<file path="config.mk">
export PLATFORM = sky130hd
export DESIGN_NAME = uart_tx_feeder_flat
export DESIGN_NICKNAME = d
export VERILOG_FILES = /design/src/rtl/uart_pkg.sv /design/src/rtl/uart_tx_feeder_if.sv /design/src/rtl/uart_byte_fifo.sv /design/src/rtl/uart_tx_feeder.sv /design/src/flat_wrapper.sv
export SDC_FILE = /design/constraint.sdc
export NUM_CORES = 1
export LEC_CHECK = 0
export ABC_AREA = 1
export CAP_MARGIN = 20
export CORE_UTILIZATION = 30
export CTS_CLUSTER_DIAMETER = 120
export DETAILED_ROUTE_END_ITERATION = 12
export PLACE_DENSITY_LB_ADDON = 0.3
export SLEW_MARGIN = 10
export SYNTH_ARGS = -nofsm -noshare
export SYNTH_HDL_FRONTEND = slang
export SYNTH_SLANG_ARGS = --single-unit
</file>
<file path="constraint.sdc">
create_clock -name clk_baud -period 4 [get_ports clk_baud]
set_input_delay 0.8 -clock clk_baud [delete_from_list [all_inputs] [get_ports clk_baud]]
set_output_delay 0.8 -clock clk_baud [all_outputs]
set_load 0.01 [all_outputs]
</file>
<file path="src/rtl/uart_pkg.sv">
// Shared UART types and constants: feeder FSM state encoding and ASCII line-ending bytes.
package uart_pkg;

    typedef enum logic [1:0] {
        IDLE,
        WAIT,
        CR_SEND,
        CR_WAIT
    } FeederState_t;

    localparam logic [7:0] ASCII_CR = 8'h0D;
    localparam logic [7:0] ASCII_LF = 8'h0A;

endpackage

</file>
<file path="src/rtl/uart_tx_feeder_if.sv">
// Producer/transmitter-facing bundle of the TX feeder. The slave modport is the feeder itself.
interface uart_tx_feeder_if #(
    parameter int unsigned DEPTH = 16
);
    localparam int unsigned AW = $clog2(DEPTH);

    logic [7:0]  wr_data;
    logic        wr_en;
    logic        full;
    logic        empty;
    logic [AW:0] level;
    logic        overflow;
    logic [7:0]  tx_byte;
    logic        start_send;
    logic        done;
    logic        busy;

    modport master (
        output wr_data, wr_en, done,
        input  full, empty, level, overflow, tx_byte, start_send, busy
    );

    modport slave (
        input  wr_data, wr_en, done,
        output full, empty, level, overflow, tx_byte, start_send, busy
    );

endinterface

</file>
<file path="src/rtl/uart_byte_fifo.sv">
// Byte FIFO with registered occupancy flags; writes while full and reads while empty are ignored.
module uart_byte_fifo #(
    parameter int unsigned DEPTH = 16
) (
    input  logic                       clk_i,
    input  logic                       rst_ni,
    input  logic                       wr_en_i,
    input  logic [7:0]                 wr_data_i,
    input  logic                       rd_en_i,
    output logic [7:0]                 rd_data_o,
    output logic                       full_o,
    output logic                       empty_o,
    output logic [$clog2(DEPTH):0]     level_o
);
    localparam int unsigned AW = $clog2(DEPTH);
    localparam logic [AW:0] FullLevel = (AW + 1)'(DEPTH);

    logic [7:0]    mem_q [DEPTH];
    logic [AW-1:0] wr_ptr_q, rd_ptr_q;
    logic [AW:0]   level_q, level_d;
    logic          full_q, empty_q;
    logic          wr_ok, rd_ok;

    assign wr_ok = wr_en_i && !full_q;
    assign rd_ok = rd_en_i && !empty_q;

    always_comb begin
        level_d = level_q;
        case ({wr_ok, rd_ok})
            2'b10:   level_d = level_q + 1'b1;
            2'b01:   level_d = level_q - 1'b1;
            default: level_d = level_q;
        endcase
    end

    always_ff @(posedge clk_i) begin
        if (!rst_ni) begin
            wr_ptr_q <= '0;
            rd_ptr_q <= '0;
            level_q  <= '0;
            full_q   <= 1'b0;
            empty_q  <= 1'b1;
        end else begin
            if (wr_ok) wr_ptr_q <= wr_ptr_q + 1'b1;
            if (rd_ok) rd_ptr_q <= rd_ptr_q + 1'b1;
            level_q <= level_d;
            full_q  <= (level_d == FullLevel);
            empty_q <= (level_d == '0);
        end
    end

    // Storage needs no reset; the pointers define what is valid.
    always_ff @(posedge clk_i) begin
        if (rst_ni && wr_ok) mem_q[wr_ptr_q] <= wr_data_i;
    end

    assign rd_data_o = mem_q[rd_ptr_q];
    assign full_o    = full_q;
    assign empty_o   = empty_q;
    assign level_o   = level_q;

endmodule

</file>
<file path="src/rtl/uart_tx_feeder.sv">
// Buffers producer bytes and hands them one at a time to the UART transmitter (start/done).
// Define UART_TX_FEEDER_CRLF_EN to prefix every LF byte with a CR.
module uart_tx_feeder
    import uart_pkg::*;
#(
    parameter int unsigned DEPTH = 16
) (
    input  logic             clk_baud,
    input  logic             rst,
    uart_tx_feeder_if.slave  bus
);
    localparam int unsigned AW = $clog2(DEPTH);

    FeederState_t state_q, state_d;
    logic [7:0]   tx_byte_q, tx_byte_d;
    logic         start_send_q, start_send_d;
    logic         overflow_q;
    logic         pop;
    logic [7:0]   head;
    logic         fifo_full, fifo_empty;
    logic [AW:0]  fifo_level;

    uart_byte_fifo #(
        .DEPTH(DEPTH)
    ) u_fifo (
        .clk_i     (clk_baud),
        .rst_ni    (rst),
        .wr_en_i   (bus.wr_en),
        .wr_data_i (bus.wr_data),
        .rd_en_i   (pop),
        .rd_data_o (head),
        .full_o    (fifo_full),
        .empty_o   (fifo_empty),
        .level_o   (fifo_level)
    );

    always_comb begin
        state_d      = state_q;
        tx_byte_d    = tx_byte_q;
        start_send_d = 1'b0;
        pop          = 1'b0;
        case (state_q)
            IDLE: begin
                if (!fifo_empty) begin
`ifdef UART_TX_FEEDER_CRLF_EN
                    // LF stays queued until its CR has been acknowledged.
                    if (head == ASCII_LF) begin
                        tx_byte_d    = ASCII_CR;
                        start_send_d = 1'b1;
                        state_d      = CR_WAIT;
                    end else
`endif
                    begin
                        tx_byte_d    = head;
                        start_send_d = 1'b1;
                        pop          = 1'b1;
                        state_d      = WAIT;
                    end
                end
            end
            WAIT: begin
                if (bus.done) state_d = IDLE;
            end
`ifdef UART_TX_FEEDER_CRLF_EN
            CR_WAIT: begin
                if (bus.done) state_d = CR_SEND;
            end
            CR_SEND: begin
                tx_byte_d    = head;
                start_send_d = 1'b1;
                pop          = 1'b1;
                state_d      = WAIT;
            end
`endif
            default: state_d = IDLE;
        endcase
    end

    always_ff @(posedge clk_baud) begin
        if (!rst) begin
            state_q      <= IDLE;
            tx_byte_q    <= 8'h00;
            start_send_q <= 1'b0;
            overflow_q   <= 1'b0;
        end else begin
            state_q      <= state_d;
            tx_byte_q    <= tx_byte_d;
            start_send_q <= start_send_d;
            // Uses the pre-edge full flag, so a same-cycle pop does not save the write.
            if (bus.wr_en && fifo_full) overflow_q <= 1'b1;
        end
    end

    assign bus.full       = fifo_full;
    assign bus.empty      = fifo_empty;
    assign bus.level      = fifo_level;
    assign bus.overflow   = overflow_q;
    assign bus.tx_byte    = tx_byte_q;
    assign bus.start_send = start_send_q;
    assign bus.busy       = (state_q != IDLE);

endmodule

</file>
<file path="src/flat_wrapper.sv">
// flat-port wrapper written by rule: the top's interface ports become plain ports
module uart_tx_feeder_flat import uart_pkg::*;
#(
    parameter int unsigned DEPTH = 16
)
  (clk_baud, rst, bus_wr_data, bus_wr_en, bus_done, bus_full, bus_empty, bus_level, bus_overflow, bus_tx_byte, bus_start_send, bus_busy);
  uart_tx_feeder_if #(.DEPTH(DEPTH)) bus_i ();
  input  logic clk_baud;
  input  logic rst;
  input wire logic [$bits(bus_i.wr_data)-1:0] bus_wr_data;
  input wire logic [$bits(bus_i.wr_en)-1:0] bus_wr_en;
  input wire logic [$bits(bus_i.done)-1:0] bus_done;
  output wire logic [$bits(bus_i.full)-1:0] bus_full;
  output wire logic [$bits(bus_i.empty)-1:0] bus_empty;
  output wire logic [$bits(bus_i.level)-1:0] bus_level;
  output wire logic [$bits(bus_i.overflow)-1:0] bus_overflow;
  output wire logic [$bits(bus_i.tx_byte)-1:0] bus_tx_byte;
  output wire logic [$bits(bus_i.start_send)-1:0] bus_start_send;
  output wire logic [$bits(bus_i.busy)-1:0] bus_busy;
  assign bus_i.wr_data = bus_wr_data;
  assign bus_i.wr_en = bus_wr_en;
  assign bus_i.done = bus_done;
  assign bus_full = bus_i.full;
  assign bus_empty = bus_i.empty;
  assign bus_level = bus_i.level;
  assign bus_overflow = bus_i.overflow;
  assign bus_tx_byte = bus_i.tx_byte;
  assign bus_start_send = bus_i.start_send;
  assign bus_busy = bus_i.busy;
  uart_tx_feeder #(.DEPTH(DEPTH)) u_core (.clk_baud(clk_baud), .rst(rst), .bus(bus_i));
endmodule
</file>
==> images/logic_types.png <==
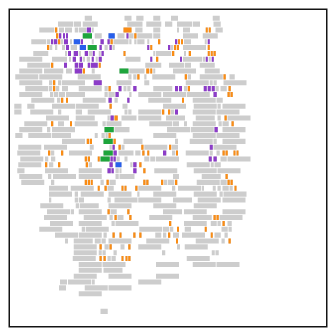
- green: fa/ha/maj cells (cells 7; most used ha_1)
- blue: xor and xnor cells (cells 4; most used xor2_1; where north-west)
- purple: nand cells (cells 65; most used nand3_1)
- orange: nor cells (cells 116; most used nor2_1)
Cell Count, Final, Fillers Out: 835
Comb/total area: 21.89%
most used logic cell in the final layout: edfxtp_1

==> images/placement_by_type.png <==
The bar under the picture is 50 um long. Fill, decap, tap and diode cells in gray.
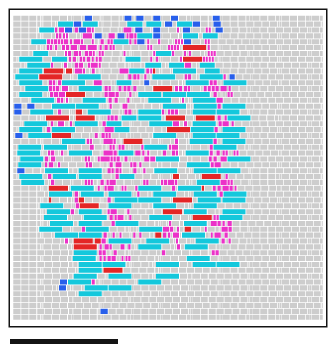
- red: clock drivers and dummy loads (cells 32; share of their area 9.2%)
- magenta: combinational and other logic (cells 348; share of their area 25%)
- cyan: sequential cells (cells 154; share of their area 62%)
- blue: remaining buffers and delay cells (cells 31; share of their area 4.3%)
Seq/total area: 59.02%
CORE AREA: 20360 sq um

==> images/sizes.png <==
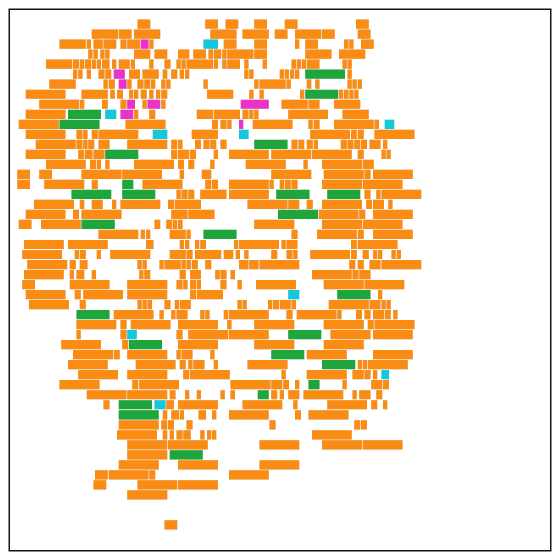
- orange: _0 and _1 cells (cells 523; most used edfxtp_1)
- green: _6 and larger (cells 25; most used clkbuf_16)
- cyan: _3 and _4 cells (cells 9; most used clkinv_4)
- magenta: _2 cells (cells 8; most used nand2_2)
Layout area overhead: 17.86%
final worst slack: 1537 ps
Signal buffers: 31

==> images/layer_met2.png <==
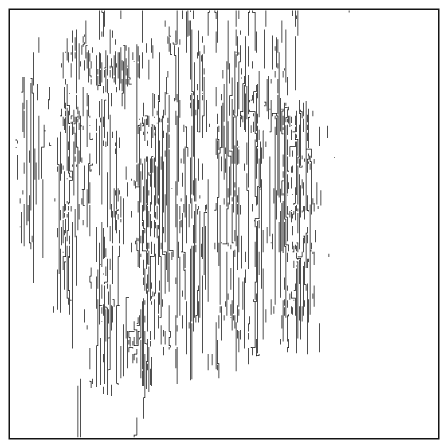
- main direction: vertical
- wire length on this layer: 7470 um
- share of all routed wire: 50%
- longest straight run: 64.9 um

==> notes.md <==
yosys + openroad results -> status=complete, no violations, CP startpoint kind=input pin, Port Buffers=29, first-pass GRT wire length=23.25 mm, clk ins delay skew pair=420 ps, Total GRT Usage=14.62%, drt total wl=14.88 mm, f_max=406.0 MHz, die area=21500 sq um, crit path max-delay cell type=clkdlybuf4s50_1, layout cells sized above 1=7.434%, top cell type's share of synthesized area=61.24%, CTS tree=done, clock sink count=154, Critical Path, Cell by Cell=clkdlybuf4s50_1 > nand3_1 > nor2_1, number of nets at floorplan=549, number of enable flip-flop cells=128, DRC=0, top cells by area=edfxtp_1 (61%), dfxtp_1 (8.3%), nor2_1 (6.8%), o21ai_0 (4.6%), o221ai_1 (3.3%), Vias=4121, Ant. Diodes=0, final hold viol count=0, CTS buffer count=17, critical path class=in -> reg, vias in the first global route=4052, Min Hold Slack=496.8 ps, maximum clock path buffer count=2, DIE HEIGHT=146.6 um, Async S/R FF share, synth=0%, leakage dissipation=2.486 nW, Placer Congestion=0.8515, Crit Path Max Fanout=12, Post-Syn Area=6276 sq um, pre-CTS setup slack=1081 ps, Post-synth regs=154, Worst-path clk slew=60 ps, worst r2r path cells=6, Resize count post-CTS=0, cell row count=52, synth cell count leaders=edfxtp_1 (128), nor2_1 (113), o21ai_0 (58), register area share after synthesis=69.54%, # Post-CTS Setup Buffers=0, Max Cap Viol=0, Reg area=4365 sq um, Relative slew margins=43.13%, clock root buffer=clkbuf_16, Layout Nets=571, main flop type=edfxtp_1, Tool Warnings=29, Congestion Overflow GR=0, final antenna-violating net count=0, Mapped Cells=530, Crit path required time=4050 ps, final setup vio count=0, RSZ-0062 raised after global routing=no, power density cells=669.6 nW/um^2, Vias/cell=4.935, DR pass1 iterations=5, most common cell in the netlist=edfxtp_1, Synth Area per Inst=11.84 sq um, Yosys cell types=29, initial drt markers=456, Routed wire per std cell=17.82 um, hold_buf cts=0, setup_tns=0 ps, Ys Warns=0, Slew Viols, Final=0, Peak VDD IR=0.0003107 V, final worst-path cycle share=61.58%, Hold Crit Depth=2, Comb gate area=1619 sq um, initial antenna violation count=0, ys cells=530, HPWL Detailed=9.325 mm, synthesis area per yosys=6276 sq um, Synth area leader=edfxtp_1, minimum clock period=2463 ps, Init Core Util=30.82%, Placed Cells=803, Worst Skew=6.822 ps, CP max stage delay=770 ps, slew at the pin with the worst max-slew slack=849.8 ps, DIE WIDTH=146.6 um, H-tree depth=4, # fillers=1942, type of the worst min-delay path=reg -> reg
==> cell type report <==
| class | instances | share of cell area (%) |
|---|---|---|
| clock inverters | 15 | 2.994 |
| clock buffers | 17 | 5.751 |
| inverters | 32 | 1.658 |
| repair buffers | 31 | 4.127 |
| multi-input cells | 316 | 21.89 |
| well taps | 270 | 4.567 |
| flip-flops and latches | 154 | 59.02 |
==> worst max-delay path, delay by kind of cell <==
kind,cells,cell delay [ps]
AND/OR/NAND/NOR,2,940
buffers and inverters,1,770
==> through the flow <==
stage	total power [mW]	cell area [sq um]	util (%)
after floorplan	2.828	6276	-
after global placement	3.216	6750	33.15
after detailed placement	3.235	6750	33.15
after CTS	4.984	7397	36.32
after global routing	5.209	7397	36.32
final	4.953	7397	36.32
==> layer usage <==
metal / global-route usage, % / up-vias / wire length [um]
li1: - / 1952 / -
met1: 18.04 / 2026 / 6396
met2: 24.43 / 119 / 7465
met3: 3.125 / 24 / 675
met4: 6.771 / 0 / 343
met5: 0 / - / 0
==> cells by family (layout without fill, tap and decap cells) <==
group,Yosys count,count (layout),share of synthesized area [%]
adders and majority gates,7,7,1.395
DFF,154,154,69.54
and+or+nand+nor,181,181,12.08
buffers and inverters,60,95,4.665
AOI/OAI and AO/OA,124,124,11.76
xor gates and xnor gates,4,4,0.5582
==> registers in the layout, indices dropped and copies added (netlist names) <==
signal	flops
u_core.u_fifo.full_o	1
u_core.bus.overflow	1
u_core.u_fifo.level_o	5
u_core.state_q	1
u_core.u_fifo.mem_q	128
u_core.bus.tx_byte	8
u_core.u_fifo.empty_o	1
u_core.bus.start_send	1
u_core.u_fifo.rd_ptr_q	4
u_core.u_fifo.wr_ptr_q	4
==> final timing paths <==
kind	slack (ps)	endpoint	start
worst min-delay path	500	u_core.bus.overflow$_SDFFE_PN0P_	u_core.bus.overflow$_SDFFE_PN0P_
worst min register to register	500	u_core.bus.overflow$_SDFFE_PN0P_	u_core.bus.overflow$_SDFFE_PN0P_
worst max-delay path	1540	u_core.u_fifo.mem_q[1][4]$_DFFE_PP_	rst
worst max register to register	1550	u_core.bus.tx_byte[4]$_SDFFE_PN0P_	u_core.u_fifo.rd_ptr_q[2]$_SDFFE_PN0P_
==> cells in the final DEF (no fill, tap or decap) <==
cell type	n
clkinv_1	7
o221ai_1	24
inv_6	3
bufinv_16	5
o21bai_1	1
ha_1	7
clkinv_4	3
o21ai_0	58
nor2_4	1
nand2_4	1
dfxtp_1	25
inv_1	26
nand3_1	31
o22ai_1	9
dfxtp_2	1
nor3_1	2
o21ai_2	1
nand2_1	27
nand3_2	2
nand4_1	1
o21ai_1	19
clkinvlp_4	1
clkdlybuf4s50_1	29
a21oi_1	8
nand2_2	3
edfxtp_1	128
nor2_1	113
inv_2	1
xor2_1	4
clkbuf_16	17
o211ai_1	4
buf_4	2
inv_4	1
==> power breakdown <==
| part | switching [mW] | total (mW) | internal, mW |
|---|---|---|---|
| sequential | 0.108 | 1.94 | 1.84 |
| clock | 0.636 | 1.74 | 1.11 |
| combinational | 0.824 | 1.27 | 0.442 |
No activity file was given, so power comes from the tool's default toggle rates.
